$ cat config.mk
export PLATFORM = sky130hd
export DESIGN_NAME = data_mem_port_flat
export DESIGN_NICKNAME = d
export VERILOG_FILES = /design/src/rtl/data_mem_port_if.sv /design/src/rtl/data_mem_port.sv /design/src/flat_wrapper.sv
export SDC_FILE = /design/constraint.sdc
export NUM_CORES = 1
export LEC_CHECK = 0
export CORE_ASPECT_RATIO = 1.1
export CORE_MARGIN = 8
export CORE_UTILIZATION = 43
export CTS_CLUSTER_DIAMETER = 30
export DETAILED_ROUTE_END_ITERATION = 8
export PLACE_DENSITY = 0.88
export SLEW_MARGIN = 40
export SYNTH_ARGS = -nofsm -noshare
export SYNTH_HDL_FRONTEND = slang
export SYNTH_SLANG_ARGS = --single-unit
$ cat constraint.sdc
create_clock -name clk -period 2 [get_ports clk]
set_input_delay 0.4 -clock clk [delete_from_list [all_inputs] [get_ports clk]]
set_output_delay 0.4 -clock clk [all_outputs]
set_load 0.02 [all_outputs]
$ cat src/rtl/data_mem_port_if.sv
// Backing data-memory bus: word-addressed request/acknowledge handshake.
// master = the MEM-stage responder, slave = the data memory.
interface data_mem_port_if #(
  parameter int ADDR_WIDTH = 32
);
  logic                  mem_req;
  logic                  mem_we;
  logic [ADDR_WIDTH-3:0] mem_addr;
  logic [3:0]            mem_wstrb;
  logic [31:0]           mem_wdata;
  logic                  mem_ack;
  logic [31:0]           mem_rdata;

  modport master (
    output mem_req, mem_we, mem_addr, mem_wstrb, mem_wdata,
    input  mem_ack, mem_rdata
  );

  modport slave (
    input  mem_req, mem_we, mem_addr, mem_wstrb, mem_wdata,
    output mem_ack, mem_rdata
  );
endinterface

$ cat src/rtl/data_mem_port.sv
// MEM-stage data-memory responder for the RV32I pipeline.
// Turns a load/store into one request/ack transaction on the data memory,
// lane-aligns store data/strobes, extends load data and stalls the pipe
// while the transaction is outstanding.
// Optional feature: define MISALIGN_CHECK_EN to trap misaligned LH/LHU/SH/LW/SW
// accesses (no memory access, one-cycle misalign_err, rdata cleared).
module data_mem_port #(
  parameter int ADDR_WIDTH = 32
) (
  input  logic                  clk,
  input  logic                  rst_n,
  input  logic                  cache_read_en,
  input  logic [3:0]            cache_write_en,
  input  logic [2:0]            load_type,
  input  logic [ADDR_WIDTH-1:0] addr,
  input  logic [31:0]           wdata,
  output logic [31:0]           rdata,
  output logic                  stall,
  output logic                  misalign_err,
  data_mem_port_if.master       mem
);

  // Load-type codes shared with the decoder.
  localparam logic [2:0] LB         = 3'b000;
  localparam logic [2:0] LH         = 3'b001;
  localparam logic [2:0] LW         = 3'b010;
  localparam logic [2:0] LBU        = 3'b100;
  localparam logic [2:0] LHU        = 3'b101;
  localparam logic [2:0] NOREGWRITE = 3'b111;

  typedef enum logic [1:0] {
    IDLE = 2'd0,
    REQ  = 2'd1,
    DONE = 2'd2
  } state_t;

  state_t state_q, state_d;

  logic                  req;
  logic                  is_write;
  logic                  misaligned;

  // Transaction captured in IDLE, held stable for the whole REQ phase.
  logic                  we_p1;
  logic [ADDR_WIDTH-3:0] addr_p1;
  logic [1:0]            off_p1;
  logic [2:0]            ltype_p1;
  logic [3:0]            wstrb_p1;
  logic [31:0]           wdata_p1;

  // Shift the addressed lane down to bit 0, then extend by load type.
  function automatic logic [31:0] extend_load(input logic [31:0] word,
                                              input logic [1:0]  off,
                                              input logic [2:0]  ltype);
    logic [31:0] sh;
    sh = word >> {off, 3'b000};
    case (ltype)
      LB:      extend_load = {{24{sh[7]}}, sh[7:0]};
      LBU:     extend_load = {24'd0, sh[7:0]};
      LH:      extend_load = {{16{sh[15]}}, sh[15:0]};
      LHU:     extend_load = {16'd0, sh[15:0]};
      LW:      extend_load = sh;
      default: extend_load = 32'd0;
    endcase
  endfunction

  assign is_write = |cache_write_en;
  assign req      = cache_read_en | is_write;

`ifdef MISALIGN_CHECK_EN
  // Flag halfword accesses on odd bytes and word accesses off a word boundary.
  always_comb begin
    misaligned = 1'b0;
    if (is_write) begin
      if (cache_write_en == 4'b0011 && addr[0])
        misaligned = 1'b1;
      else if (cache_write_en == 4'b1111 && addr[1:0] != 2'b00)
        misaligned = 1'b1;
    end else begin
      case (load_type)
        LH, LHU: misaligned = addr[0];
        LW:      misaligned = (addr[1:0] != 2'b00);
        default: misaligned = 1'b0;
      endcase
    end
  end

  // One-cycle error pulse, visible in the DONE cycle of a trapped access.
  always_ff @(posedge clk) begin
    if (!rst_n)
      misalign_err <= 1'b0;
    else
      misalign_err <= (state_q == IDLE) && req && misaligned;
  end
`else
  assign misaligned   = 1'b0;
  assign misalign_err = 1'b0;
`endif

  // State register.
  always_ff @(posedge clk) begin
    if (!rst_n)
      state_q <= IDLE;
    else
      state_q <= state_d;
  end

  // Next state, pipeline stall and memory-bus outputs.
  always_comb begin
    state_d        = state_q;
    stall          = req && (state_q != DONE);
    mem.mem_req    = 1'b0;
    mem.mem_we     = 1'b0;
    mem.mem_addr   = addr_p1;
    mem.mem_wstrb  = 4'd0;
    mem.mem_wdata  = 32'd0;
    case (state_q)
      IDLE: begin
        if (req)
          state_d = misaligned ? DONE : REQ;
      end
      REQ: begin
        mem.mem_req   = 1'b1;
        mem.mem_we    = we_p1;
        mem.mem_wstrb = wstrb_p1;
        mem.mem_wdata = wdata_p1;
        if (mem.mem_ack)
          state_d = DONE;
      end
      DONE: begin
        state_d = IDLE;
      end
      default: begin
        state_d = IDLE;
      end
    endcase
  end

  // Capture the request in IDLE; update the load result on a read ack.
  always_ff @(posedge clk) begin
    if (!rst_n) begin
      we_p1    <= 1'b0;
      addr_p1  <= '0;
      off_p1   <= 2'd0;
      ltype_p1 <= NOREGWRITE;
      wstrb_p1 <= 4'd0;
      wdata_p1 <= 32'd0;
      rdata    <= 32'd0;
    end else begin
      if (state_q == IDLE && req) begin
        we_p1    <= is_write;
        addr_p1  <= addr[ADDR_WIDTH-1:2];
        off_p1   <= addr[1:0];
        ltype_p1 <= load_type;
        wstrb_p1 <= cache_write_en << addr[1:0];
        wdata_p1 <= wdata << {addr[1:0], 3'b000};
        if (misaligned)
          rdata <= 32'd0;
      end
      if (state_q == REQ && mem.mem_ack && !we_p1)
        rdata <= extend_load(mem.mem_rdata, off_p1, ltype_p1);
    end
  end

endmodule

$ cat src/flat_wrapper.sv
// flat-port wrapper written by rule: the top's interface ports become plain ports
module data_mem_port_flat 
#(
  parameter int ADDR_WIDTH = 32
)
  (clk, rst_n, cache_read_en, cache_write_en, load_type, addr, wdata, rdata, stall, misalign_err, mem_mem_req, mem_mem_we, mem_mem_addr, mem_mem_wstrb, mem_mem_wdata, mem_mem_ack, mem_mem_rdata);
  data_mem_port_if #(.ADDR_WIDTH(ADDR_WIDTH)) mem_i ();
  input  logic clk;
  input  logic rst_n;
  input  logic cache_read_en;
  input  logic [3:0] cache_write_en;
  input  logic [2:0] load_type;
  input  logic [ADDR_WIDTH-1:0] addr;
  input  logic [31:0] wdata;
  output logic [31:0] rdata;
  output logic stall;
  output logic misalign_err;
  output wire logic [$bits(mem_i.mem_req)-1:0] mem_mem_req;
  output wire logic [$bits(mem_i.mem_we)-1:0] mem_mem_we;
  output wire logic [$bits(mem_i.mem_addr)-1:0] mem_mem_addr;
  output wire logic [$bits(mem_i.mem_wstrb)-1:0] mem_mem_wstrb;
  output wire logic [$bits(mem_i.mem_wdata)-1:0] mem_mem_wdata;
  input wire logic [$bits(mem_i.mem_ack)-1:0] mem_mem_ack;
  input wire logic [$bits(mem_i.mem_rdata)-1:0] mem_mem_rdata;
  assign mem_mem_req = mem_i.mem_req;
  assign mem_mem_we = mem_i.mem_we;
  assign mem_mem_addr = mem_i.mem_addr;
  assign mem_mem_wstrb = mem_i.mem_wstrb;
  assign mem_mem_wdata = mem_i.mem_wdata;
  assign mem_i.mem_ack = mem_mem_ack;
  assign mem_i.mem_rdata = mem_mem_rdata;
  data_mem_port #(.ADDR_WIDTH(ADDR_WIDTH)) u_core (.clk(clk), .rst_n(rst_n), .cache_read_en(cache_read_en), .cache_write_en(cache_write_en), .load_type(load_type), .addr(addr), .wdata(wdata), .rdata(rdata), .stall(stall), .misalign_err(misalign_err), .mem(mem_i));
endmodule
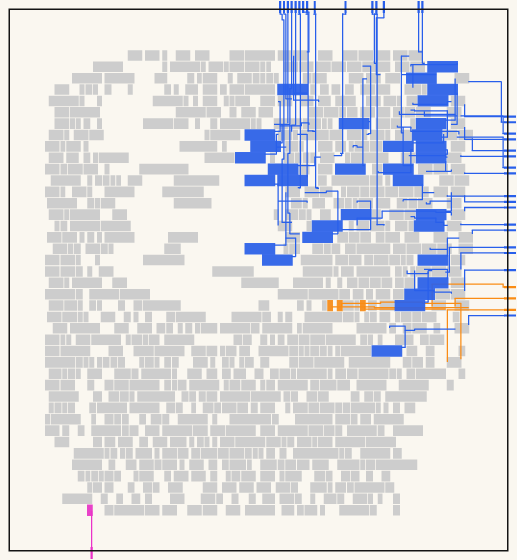
Fig. 1. Port wiring (run 1).
| port | color | direction | edge | end cells | buffers | wire |
|---|---|---|---|---|---|---|
| `rdata` | blue | output | 17 east, 15 north | 32 | 32 | 1,210 um |
| `load_type` | orange | input | east | 3 | 3 | 159 um |
| `misalign_err` | magenta | output | south | 1 | 0 | 9.00 um |
number of top-level design ports: 209
tally of buffers added on design ports: 207

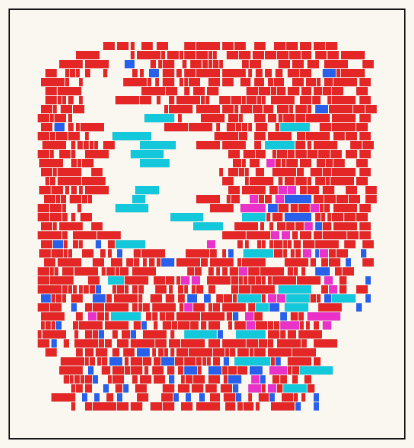
Fig. 2. Cell sizes after repair (run 1).
| size | color | cells | share | most used |
|---|---|---|---|---|
| _0 and _1 cells | red | 689 | 85% | clkdlybuf4s50_1 |
| _2 cells | blue | 64 | 7.9% | clkbuf_2 |
| _6 and larger | cyan | 28 | 3.4% | clkbuf_16 |
| _3 and _4 cells | magenta | 31 | 3.8% | buf_4 |
min setup slack post-route: 27.9 ps
count of non-CTS buffers in the layout: 246

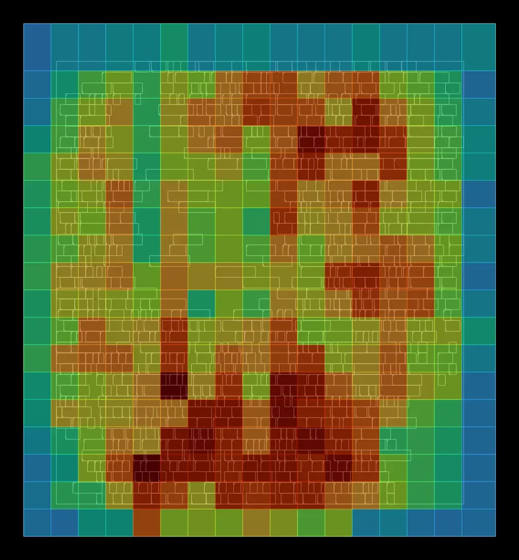
Fig. 3. Routing congestion (run 1).
GRT met1 Usage: 24.9%
grt met2 use: 40.5%

==> summary.log, run 1 <==
[setup_path] Max stage delay on crit path 570 ps
[logic_synthesis] multiplexer share of the synthesized area 10.1%
[power] share of total power in sequential cells 40.8%
[logic_synthesis] parity-gate share of the synthesized area counting xor and xnor cells 0%
[clocking] TritonCTS clock tree yes
[clocking] Clock H-tree levels 3
[logic_synthesis] fraction of the mapped netlist area in adder cells 0%
[cells_and_area] commonest non-fill, non-tap cells in the layout sky130_fd_sc_hd__clkdlybuf4s50_1, sky130_fd_sc_hd__nand2_1, sky130_fd_sc_hd__dfxtp_1, sky130_fd_sc_hd__a21oi_1, sky130_fd_sc_hd__and2_1
[routing] final routed DRC violation total 0
[run] max-cap violations 0
[hold_path] number of cells on the worst hold path 2
[routing] Post-DRT Antenna Nets 0
[global_route] overall routing resource usage 23.7%
[logic_synthesis] top cells by area sky130_fd_sc_hd__dfxtp_1, sky130_fd_sc_hd__nand2_1, sky130_fd_sc_hd__mux2i_1, sky130_fd_sc_hd__a21oi_1, sky130_fd_sc_hd__and2_1
[power] power drawn by the sequential cells 0.00233 W
[final_timing] hold violation count in the final report 0
[logic_synthesis] list of most frequent post-synthesis cells sky130_fd_sc_hd__nand2_1, sky130_fd_sc_hd__dfxtp_1, sky130_fd_sc_hd__a21oi_1, sky130_fd_sc_hd__and2_1, sky130_fd_sc_hd__mux2i_1
[die] die height 129 um
[clocking] clock tree root driver cell sky130_fd_sc_hd__clkbuf_16
[global_route] number of antenna violations at the first check in global routing 0
[power] Final Power 0.00570 W
[routing] DRT Pass-1 Iters 5
[power] power share of the combinational group 25.8%
[setup_path] R2R setup slack 110 ps
[final_timing] Final Cycle Share 98.6%
[global_route] final global-route overflow total 0
[outcome] outcome finished, final reports clean
[global_route] largest net degree at the start of global routing 59
[routing] number of DRC markers in iteration 0 438
[die] horizontal die dimension 119 um
[clocking] clock input transition at the sequential cells of the worst setup and hold paths 70 ps
[final_timing] RSZ-0062 raised after global routing no
[power] static leakage 3.16 nW
[power] switching fraction of total power 28.0%
[logic_synthesis] Synth Area per Inst 8.36 um2
[logic_synthesis] Nets at Floorplan 706
[logic_synthesis] cell area after synthesis 5010 um2
[setup_path] beginning of the critical path mem_mem_rdata[31]
[logic_synthesis] EDFF count, synth 0
[setup_path] R2R Path Start u_core.state_q[1]
[power] Comb power 0.00147 W
[final_timing] final setup violating endpoints 0
[placement] detailed placement HPWL 13,000 um
[routing] DR WL met3 1640 um
[setup_path] crit path DAT 2260 ps
[global_route] first-pass GRT wire length 29,300 um
[power] ratio of total power to cell area 736 nW/um2
[routing] length of routed wiring on met1 6900 um
[global_route] met3 Usage GRT 7.96%
[final_timing] skew final 3.82 ps
[power] Internal Dissipation 0.00411 W
[setup_path] Critical path destination u_core.rdata[30]
[cells_and_area] total non-filler cell area in the finished layout 7750 um2
[routing] total vias in the final route 5,408
[cells_and_area] Area Overhead vs Synth 54.7%
[routing] average vias per placed instance 5.62
[logic_synthesis] main logic family after synthesis simple AND/OR/NAND/NOR gates
[logic_synthesis] cell type with the largest total area sky130_fd_sc_hd__dfxtp_1
[routing] routed wire length 18,700 um
[clocking] clock buffer count from CTS 9
[setup_path] critical path depth 6
[placement] worst setup timing slack at the placement stage -570 ps
[final_timing] slew at the pin closest to its max-slew limit 835 ps
[routing] Highest Signal Layer met4
[logic_synthesis] flops out of synthesis 106
[setup_path] crit path max-delay cell type sky130_fd_sc_hd__clkdlybuf4s50_1
[placement] placed cell area 7340 um2
[setup_path] largest driver fanout on the critical path 16
[logic_synthesis] area share of the largest cell type after synthesis 42.4%
[setup_path] Cell Chain, Critical Path clkdlybuf4s50_1 -> mux2i_1 -> mux4_2 -> nor4_4 -> buf_12 -> a221o_2
[setup_path] RR Endpoint u_core.wstrb_p1[1]
[routing] met2 WL post-DR 9200 um
[final_timing] final setup TNS 0 ps
[final_timing] worst relative slew slack 44.2%
[global_route] via count of the first global-routing pass 5,622
[logic_synthesis] count of yosys warnings during synthesis 0
[cells_and_area] final design utilization 67.7%
[clocking] buffer levels on the longest clock path 2
[logic_synthesis] share of flip-flops with an asynchronous set or reset after synthesis 0%
[setup_path] startpoint class of the critical path primary input
[run] tool warnings 26
[die] effective utilization at floorplan 43.8%
[setup_path] count of cells along the worst register-to-register path 8
[cells_and_area] final net count 914
[global_route] Most Crowded Layer GR met2
[placement] Cells after DPL 936
[routing] average routed wire per standard cell 19.4 um
[logic_synthesis] Post-synth seq share 42.4%
[power] Max power group registers
[die] Die ar. 15,400 um2
[cells_and_area] most used logic cell in the final layout sky130_fd_sc_hd__clkdlybuf4s50_1
[logic_synthesis] Compound-Gate Fraction of Synth Area 18.8%
[logic_synthesis] Top FF cell, synth sky130_fd_sc_hd__dfxtp_1
[hold_path] class of the worst hold path register to register
[power] Max VDD drop 0.394 mV
[clocking] number of sinks driven by the clock tree 106
[setup_path] crit path capture type register
[power] P_clk 0.00191 W
[power] clock power share 33.4%
[setup_path] required time of the worst setup path 2290 ps
[logic_synthesis] number of unique standard cell types used by synthesis 43
[logic_synthesis] cell with the most instances after synthesis sky130_fd_sc_hd__nand2_1
[placement] weighted congestion at the end of routability-driven global placement 0.898
[final_timing] pins over their slew limit 0
[logic_synthesis] cells after synthesis 599
[logic_synthesis] yosys synthesis chip area 5010 um2
[power] Net Switching 0.00160 W
[final_timing] min Tclk post-route 1970 ps
[setup_path] critical path type primary input to register
[final_timing] maximum clock rate 0.507 GHz
[final_timing] Min Hold Slack 452 ps
[logic_synthesis] number of standard cells reported by yosys 599
[cells_and_area] fraction of layout instances using a drive strength above 1 15.1%
[cells_and_area] count of non-filler cells in the finished layout 962
[setup_path] Largest delay share family, worst path buffers and inverters
[logic_synthesis] simple-gate share of the synthesized area 23.6%
[cells_and_area] ant diodes 0
[die] row count 41
[clocking] Worst-Skew Late Latency 340 ps
[setup_path] Buffers & Inverters on Critical Path 2
[die] area of the placeable core 11,400 um2
==> run 1: worst min-delay path by stage <==
stage / startpoint / endpoint / slack, ps
floorplan: u_core.wdata_p1[10] / u_core.wdata_p1[10] / 430
CTS: u_core.wdata_p1[14] / u_core.wdata_p1[14] / 450
global route: u_core.wdata_p1[15] / u_core.wdata_p1[15] / 480
detailed placement: u_core.wdata_p1[14] / u_core.wdata_p1[14] / 440
global placement: u_core.wdata_p1[2] / u_core.wdata_p1[2] / 440
finish: u_core.wdata_p1[14] / u_core.wdata_p1[14] / 450
==> run 1: flip-flops by register name, indices dropped and copies added (netlist names) <==
| name | cells |
|---|---|
| u_core.mem.mem_addr | 30 |
| u_core.wdata_p1 | 32 |
| u_core.rdata | 32 |
| u_core.we_p1 | 1 |
| u_core.ltype_p1 | 3 |
| u_core.state_q | 2 |
| u_core.off_p1 | 2 |
| u_core.wstrb_p1 | 4 |
==> run 1: cell families (layout without fill, tap and decap cells) <==
family | count (synthesis) | count (layout)
DFF | 106 | 106
AOI/OAI and AO/OA | 143 | 143
buffers and inverters | 53 | 266
muxes | 47 | 47
and+or+nand+nor | 249 | 249
other | 1 | 1
==> run 1: cell type report <==
| cell class | instances | area (um2) |
|---|---|---|
| Inverter | 4 | 15.0 |
| Multi-Input combinational cell | 440 | 2690 |
| Sequential cell | 106 | 2120 |
| Timing Repair Buffer | 246 | 2410 |
| Clock buffer | 12 | 246 |
| Clock inverter | 4 | 75.1 |
| Tap cell | 150 | 188 |
| Fill cell | 873 | 3690 |
==> run 1: timing repair <==
action                                 CTS  global route
endpoints found under the hold margin    0             0
gates resized                           65            72
setup buffers                            6             0
hold buffers                             0             0
setup endpoints to repair               70            59
pin swaps                                5             5
gates cloned                             5             0
==> run 1 -> run 2 <==
Settings changed: CORE_UTILIZATION 43 to 39, PLACE_DENSITY 0.88 to 0.84.
Clock period 2 ns to 1.8 ns, I/O delays scaled along.
==> run 2 against run 1 <==
  * Clock skew barely moved
  * Critical endpoint is now stall
  * Largest cell class unchanged
  * Critical path type is now primary input to output port
  * Synthesized cell count did not move
  * Synthesized area did not move
  * Highest routed layer unchanged
==> summary.log, run 2 <==
[outcome] outcome finished, final reports clean
[setup_path] Buffers & Inverters on Critical Path 2
[global_route] overall routing resource usage 19.9%
[setup_path] Max stage delay on crit path 490 ps
[logic_synthesis] EDFF count, synth 0
[final_timing] min Tclk post-route 1750 ps
[logic_synthesis] share of flip-flops with an asynchronous set or reset after synthesis 0%
[clocking] number of sinks driven by the clock tree 106
[logic_synthesis] Post-synth seq share 42.4%
[run] tool warnings 27
[logic_synthesis] cell with the most instances after synthesis sky130_fd_sc_hd__nand2_1
[cells_and_area] commonest non-fill, non-tap cells in the layout sky130_fd_sc_hd__clkdlybuf4s50_1, sky130_fd_sc_hd__nand2_1, sky130_fd_sc_hd__dfxtp_1, sky130_fd_sc_hd__a21oi_1, sky130_fd_sc_hd__buf_4
[hold_path] startpoint of the most critical hold path u_core.wdata_p1[1]
[power] static leakage 3.22 nW
[global_route] first-pass GRT wire length 26,200 um
[die] horizontal die dimension 124 um
[global_route] largest net degree at the start of global routing 55
[final_timing] worst relative slew slack 60.6%
[logic_synthesis] count of yosys warnings during synthesis 0
[routing] average vias per placed instance 5.22
[logic_synthesis] area share of the largest cell type after synthesis 42.4%
[logic_synthesis] cell area after synthesis 5010 um2
[routing] average routed wire per standard cell 17.3 um
[logic_synthesis] Top FF cell, synth sky130_fd_sc_hd__dfxtp_1
[power] Comb power 0.00152 W
[cells_and_area] final net count 927
[setup_path] largest driver fanout on the critical path 2
[die] effective utilization at floorplan 39.8%
[final_timing] hold violation count in the final report 0
[final_timing] pins over their slew limit 0
[global_route] number of antenna violations at the first check in global routing 0
[setup_path] startpoint class of the critical path primary input
[die] die height 135 um
[final_timing] Final Cycle Share 97.4%
[setup_path] R2R setup slack 60 ps
[routing] routed wire length 17,000 um
[placement] placed cell area 7510 um2
[power] clock power share 31.0%
[power] Internal Dissipation 0.00425 W
[logic_synthesis] top cells by area sky130_fd_sc_hd__dfxtp_1, sky130_fd_sc_hd__nand2_1, sky130_fd_sc_hd__mux2i_1, sky130_fd_sc_hd__a21oi_1, sky130_fd_sc_hd__and2_1
[clocking] clock tree root driver cell sky130_fd_sc_hd__clkbuf_16
[routing] final routed DRC violation total 0
[power] power share of the combinational group 25.6%
[power] share of total power in sequential cells 43.5%
[logic_synthesis] Synth Area per Inst 8.36 um2
[logic_synthesis] fraction of the mapped netlist area in adder cells 0%
[power] ratio of total power to cell area 763 nW/um2
[die] Die ar. 16,700 um2
[setup_path] crit path DAT 1390 ps
[routing] DRT Pass-1 Iters 4
[setup_path] Largest delay share family, worst path simple AND/OR/NAND/NOR gates
[power] Max power group registers
[setup_path] crit path max-delay cell type sky130_fd_sc_hd__or4_4
[logic_synthesis] yosys synthesis chip area 5010 um2
[cells_and_area] final design utilization 61.8%
[placement] tally of buffers added on design ports 207
[cells_and_area] fraction of layout instances using a drive strength above 1 17.8%
[final_timing] slew at the pin closest to its max-slew limit 590 ps
[setup_path] count of cells along the worst register-to-register path 6
[clocking] Worst-Skew Late Latency 340 ps
[power] P_clk 0.00184 W
[placement] weighted congestion at the end of routability-driven global placement 0.868
[hold_path] class of the worst hold path register to register
[routing] Post-DRT Antenna Nets 0
[setup_path] required time of the worst setup path 1440 ps
[logic_synthesis] number of standard cells reported by yosys 599
[clocking] clock input transition at the sequential cells of the worst setup and hold paths 70 ps
[logic_synthesis] flops out of synthesis 106
[cells_and_area] Area Overhead vs Synth 55.4%
[run] max-cap violations 0
[cells_and_area] most used logic cell in the final layout sky130_fd_sc_hd__clkdlybuf4s50_1
[logic_synthesis] main logic family after synthesis simple AND/OR/NAND/NOR gates
[final_timing] maximum clock rate 0.570 GHz
[final_timing] skew final 4.02 ps
[final_timing] final setup violating endpoints 0
[setup_path] Cell Chain, Critical Path dlygate4sd2_1 -> or4_4 -> nor2_2 -> a21oi_1 -> buf_4
[placement] detailed placement HPWL 12,700 um
[logic_synthesis] cell type with the largest total area sky130_fd_sc_hd__dfxtp_1
[setup_path] RR Endpoint u_core.wdata_p1[9]
[clocking] clock buffer count from CTS 9
[global_route] final global-route overflow total 0
[global_route] via count of the first global-routing pass 4,978
[clocking] buffer levels on the longest clock path 2
[hold_path] Endpoint, Worst Hold u_core.wdata_p1[1]
[power] power drawn by the sequential cells 0.00258 W
[power] Max VDD drop 0.660 mV
[setup_path] crit path capture type output port
[clocking] number of hold buffers added after cts 0
[logic_synthesis] number of unique standard cell types used by synthesis 43
[hold_path] number of cells on the worst hold path 2
run 2: cell counts after synthesis:
Identical to the previous run, type by type.
run 2: routing by layer:
layer,global-route usage (%),up-vias,wire length (um)
li1,-,2526,-
met1,23.1,2382,6540
met2,32.7,186,8450
met3,7.10,26,1600
met4,7.35,0,409
met5,0,-,0
run 2: cell type report:
class	count	area (um2)
fillers	1073	4810
flip-flops and latches	106	2120
clock inverters	3	15.0
well taps	157	196
inverters	4	15.0
repair buffers	259	2470
multi-input cells	440	2700
clock buffers	12	256
run 2: metrics by stage:
stage	power (W)	setup TNS (ps)	setup slack [ps]	hold WS [ps]	cells
6_report	0.00594	0	46.6	450	981
3_5_place_dp	0.00413	-42410	-568	441	964
5_1_grt	0.00622	-33.0	-18.6	461	981
4_1_cts	0.00601	-254	-39.2	450	982
2_1_floorplan	0.00338	0	10.5	427	599
3_3_place_gp	0.00410	-41800	-563	433	964
run 2: cell families after synthesis:
| logic type | Yosys count |
|---|---|
| simple gates | 249 |
| compound gates | 143 |
| flops | 106 |
| buf+inv | 53 |
| mux | 47 |
| other cells | 1 |
run 2: timing repair:
item,in CTS,in global routing
buffers inserted,2,0
gates resized,204,12
pin swaps,14,3
cloned,1,0
endpoints found under the setup margin,127,27
run 2: worst max-delay path by stage:
stage / start / endpoint / depth (start not counted)
CTS: u_core.state_q[0] / mem_mem_wdata[14] / 6
detailed placement: cache_write_en[3] / stall / 5
global route: mem_mem_rdata[31] / u_core.rdata[26] / 6
finish: cache_write_en[1] / stall / 5
floorplan: cache_write_en[3] / u_core.off_p1[1] / 6
global placement: cache_write_en[3] / stall / 5
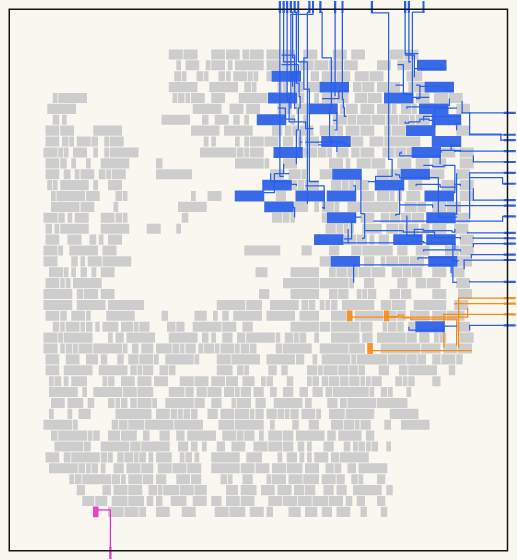
Fig. 4. Port wiring (run 2).
| port | color | direction | edge | end cells | buffers | wire |
|---|---|---|---|---|---|---|
| `rdata` | blue | output | 17 east, 15 north | 32 | 32 | 1,180 um |
| `load_type` | orange | input | east | 3 | 3 | 142 um |
| `misalign_err` | magenta | output | south | 1 | 0 | 12.9 um |

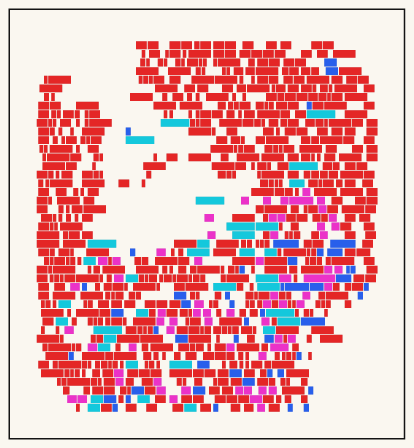
Fig. 5. Cell sizes after repair (run 2).
| size | color | cells | share | most used |
|---|---|---|---|---|
| _6 and larger | cyan | 34 | 4.1% | buf_6 |
| _0 and _1 cells | red | 677 | 82% | clkdlybuf4s50_1 |
| _3 and _4 cells | magenta | 65 | 7.9% | buf_4 |
| _2 cells | blue | 48 | 5.8% | buf_2 |

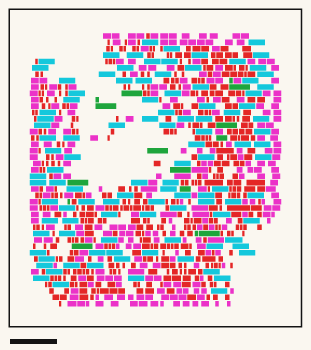
Fig. 6. Cells colored by class (run 2).
Bar = 20 um.
| class | color | cells |
|---|---|---|
| remaining buffers and delay cells | magenta | 259 |
| sequential cells | cyan | 106 |
| clock drivers and dummy loads | green | 15 |
| combinational and other logic | red | 444 |
sequential share of cell area: 27.3%
total non-filler cell area in the finished layout: 7780 um2
area of the placeable core: 12,600 um2
row count: 43

==> run 2 -> run 3 <==
Settings changed: CTS_CLUSTER_DIAMETER 30 to unset, SLEW_MARGIN 40 to 25.
==> run 3 against run 2 <==
  * Sequential share of layout area shrank 0.86 points
  * Final area grew 3.4%
  * Largest power group unchanged
  * Critical endpoint is now mem_mem_wdata[2]
  * Clock-buffer cell count is the same
  * Sequential power is essentially flat
  * Flip-flop count is the same
==> summary.log, run 3 <==
[setup_path] largest driver fanout on the critical path 15
[final_timing] final setup violating endpoints 0
[setup_path] Buffers & Inverters on Critical Path 4
[logic_synthesis] share of flip-flops with an asynchronous set or reset after synthesis 0%
[setup_path] startpoint class of the critical path register
[routing] number of DRC markers in iteration 0 305
[clocking] number of sinks driven by the clock tree 106
[cells_and_area] clock-cell share of area 3.56%
[power] share of total power in sequential cells 41.8%
[die] effective utilization at floorplan 39.8%
[logic_synthesis] Synth Area per Inst 8.36 um2
[placement] weighted congestion at the end of routability-driven global placement 0.868
[final_timing] slew at the pin closest to its max-slew limit 624 ps
[run] tool warnings 28
[final_timing] hold violation count in the final report 0
[routing] Highest Signal Layer met4
[logic_synthesis] Nets at Floorplan 706
[logic_synthesis] area share of the largest cell type after synthesis 42.4%
[final_timing] Final Cycle Share 99.4%
[setup_path] crit path DAT 1430 ps
[clocking] Worst-Skew Late Latency 350 ps
[power] P_clk 0.00195 W
[setup_path] R2R Path Start u_core.off_p1[0]
[cells_and_area] Area Overhead vs Synth 60.7%
[logic_synthesis] cell with the most instances after synthesis sky130_fd_sc_hd__nand2_1
[cells_and_area] commonest non-fill, non-tap cells in the layout sky130_fd_sc_hd__clkdlybuf4s50_1, sky130_fd_sc_hd__nand2_1, sky130_fd_sc_hd__dfxtp_1, sky130_fd_sc_hd__a21oi_1, sky130_fd_sc_hd__buf_4
[setup_path] R2R setup slack 80 ps
[die] row count 43
[global_route] final global-route overflow total 0
[setup_path] Max stage delay on crit path 340 ps
[global_route] GRT met1 Usage 22.7%
[setup_path] Cell Chain, Critical Path inv_2 -> nor2_4 -> buf_12 -> clkbuf_16 -> and2_1 -> buf_6
[setup_path] required time of the worst setup path 1440 ps
[cells_and_area] ant diodes 0
[routing] met2 WL post-DR 8900 um
[power] switching fraction of total power 28.2%
[routing] final routed DRC violation total 0
[die] area of the placeable core 12,600 um2
[run] max-cap violations 0
[logic_synthesis] count of yosys warnings during synthesis 0
[logic_synthesis] cells after synthesis 599
[cells_and_area] area share of buffers outside the clock network 33.5%
[final_timing] min Tclk post-route 1790 ps
[outcome] outcome finished, final reports clean
[die] number of top-level design ports 209
[logic_synthesis] flops out of synthesis 106
[final_timing] worst relative slew slack 58.4%
[logic_synthesis] number of unique standard cell types used by synthesis 43
[cells_and_area] count of non-CTS buffers in the layout 267
[final_timing] pins over their slew limit 0
[final_timing] RSZ-0062 raised after global routing yes
[routing] length of routed wiring on met1 6890 um
[die] horizontal die dimension 124 um
[setup_path] crit path capture type output port
[cells_and_area] non-clock inverter total of the final layout 4
[cells_and_area] most used logic cell in the final layout sky130_fd_sc_hd__clkdlybuf4s50_1
[global_route] number of antenna violations at the first check in global routing 0
[placement] tally of buffers added on design ports 207
[die] tapcell count 157
[logic_synthesis] yosys synthesis chip area 5010 um2
[cells_and_area] count of non-filler cells in the finished layout 989
[routing] total vias in the final route 5,221
[routing] DRT Pass-1 Iters 5
[global_route] first-pass GRT wire length 25,900 um
[global_route] Most Crowded Layer GR met2
[power] Net Switching 0.00174 W
[global_route] largest net degree at the start of global routing 55
[power] ratio of total power to cell area 768 nW/um2
[cells_and_area] FF/Latch Area 2130 um2
[clocking] Clock H-tree levels 3
[global_route] met3 Usage GRT 6.97%
[routing] routed wire length 17,900 um
[power] static leakage 3.34 nW
[logic_synthesis] Top FF cell, synth sky130_fd_sc_hd__dfxtp_1
[hold_path] number of cells on the worst hold path 3
[power] power drawn by the sequential cells 0.00258 W
[clocking] TritonCTS clock tree yes
[cells_and_area] Gate Area 2730 um2
[logic_synthesis] top cells by area sky130_fd_sc_hd__dfxtp_1, sky130_fd_sc_hd__nand2_1, sky130_fd_sc_hd__mux2i_1, sky130_fd_sc_hd__a21oi_1, sky130_fd_sc_hd__and2_1
[hold_path] Endpoint, Worst Hold u_core.rdata[31]
[setup_path] crit path max-delay cell type sky130_fd_sc_hd__dfxtp_2
[power] Max power group registers
[run 3: cell types whose count changed in the layout (fill, tap and decap cells not counted), moves of 3 or more]
cell,before,now
sky130_fd_sc_hd__and2_1,24,18
sky130_fd_sc_hd__buf_2,20,5
sky130_fd_sc_hd__buf_4,47,52
sky130_fd_sc_hd__and2_4,13,19
sky130_fd_sc_hd__clkbuf_16,9,13
sky130_fd_sc_hd__clkdlybuf4s50_1,163,160
sky130_fd_sc_hd__buf_6,15,29
sky130_fd_sc_hd__dlymetal6s2s_1,1,4
[run 3: how the worst max path moves through the flow]
stage / slack [ps] / start / depth (start not counted) / end
6_report: 10 / u_core.state_q[0] / 6 / mem_mem_wdata[2]
5_1_grt: -20 / u_core.state_q[0] / 6 / mem_mem_wdata[2]
4_1_cts: -20 / cache_write_en[0] / 5 / stall
3_5_place_dp: -580 / cache_write_en[3] / 5 / stall
3_3_place_gp: -560 / cache_write_en[3] / 5 / stall
2_1_floorplan: 10 / cache_write_en[3] / 6 / u_core.off_p1[1]
[run 3: per-stage QoR]
| step | util (%) | setup slack, ps | total power, W | hold WS, ps |
|---|---|---|---|---|
| after detailed placement | 59.7 | -583 | 0.00412 | 440 |
| after global placement | 59.7 | -563 | 0.00410 | 433 |
| after CTS | 60.9 | -22.0 | 0.00605 | 448 |
| after global routing | 63.9 | -22.6 | 0.00646 | 454 |
| after floorplan | - | 10.5 | 0.00338 | 427 |
| final | 63.9 | 11.7 | 0.00618 | 425 |
[run 3: cells by family after synthesis]
kind of cell	synth area share [%]
DFF	42.4
AOI/OAI and AO/OA	18.8
buffers and inverters	5.02
muxes	10.1
other	0.0749
and+or+nand+nor	23.6
[run 3: what timing repair did]
item                       CTS  global route
resized                    160           105
cloned                       0             5
buffers inserted             0             5
setup endpoints to repair  128            38
pin swaps                    3             9
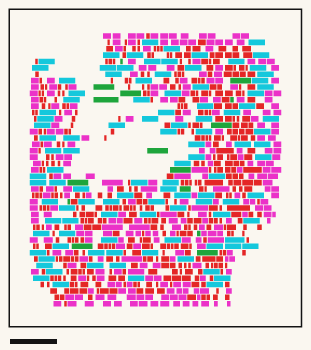
Fig. 7. Cells colored by class (run 3).
Bar = 20 um.
| class | color | cells |
|---|---|---|
| clock drivers and dummy loads | green | 15 |
| combinational and other logic | red | 444 |
| sequential cells | cyan | 106 |
| remaining buffers and delay cells | magenta | 267 |
total non-filler cell area in the finished layout: 8050 um2
sequential share of cell area: 26.4%
final design utilization: 63.9%

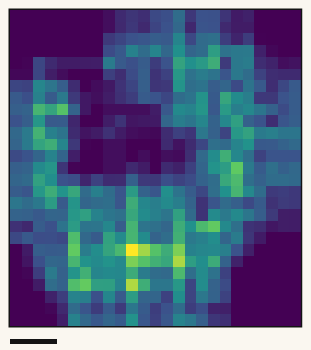
Fig. 8. Wire density map (run 3).
Bar = 20 um. 25 x 27 tiles, from dark purple (low) to yellow (high), scaled to the fullest tile. Values are wire area over tile area, all layers added.
mean over tiles: 0.18
densest ninth of the die: south
tiles over half the peak: 12%
nearly empty tiles: 19%

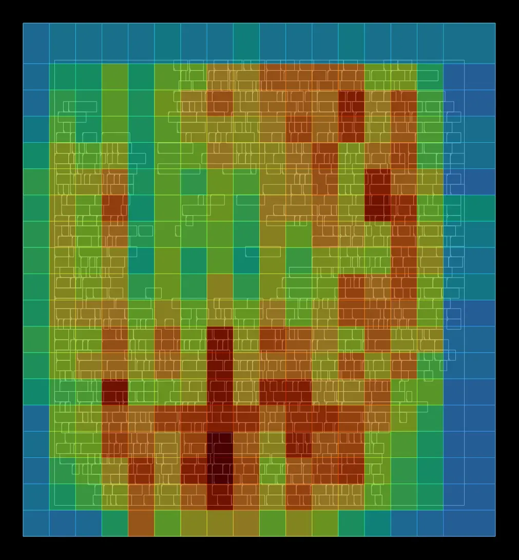
Fig. 9. Routing congestion (run 3).
overall routing resource usage: 19.6%
grt met2 use: 32.7%

Power figures rest on the tool's default switching activity, not on a simulated workload.
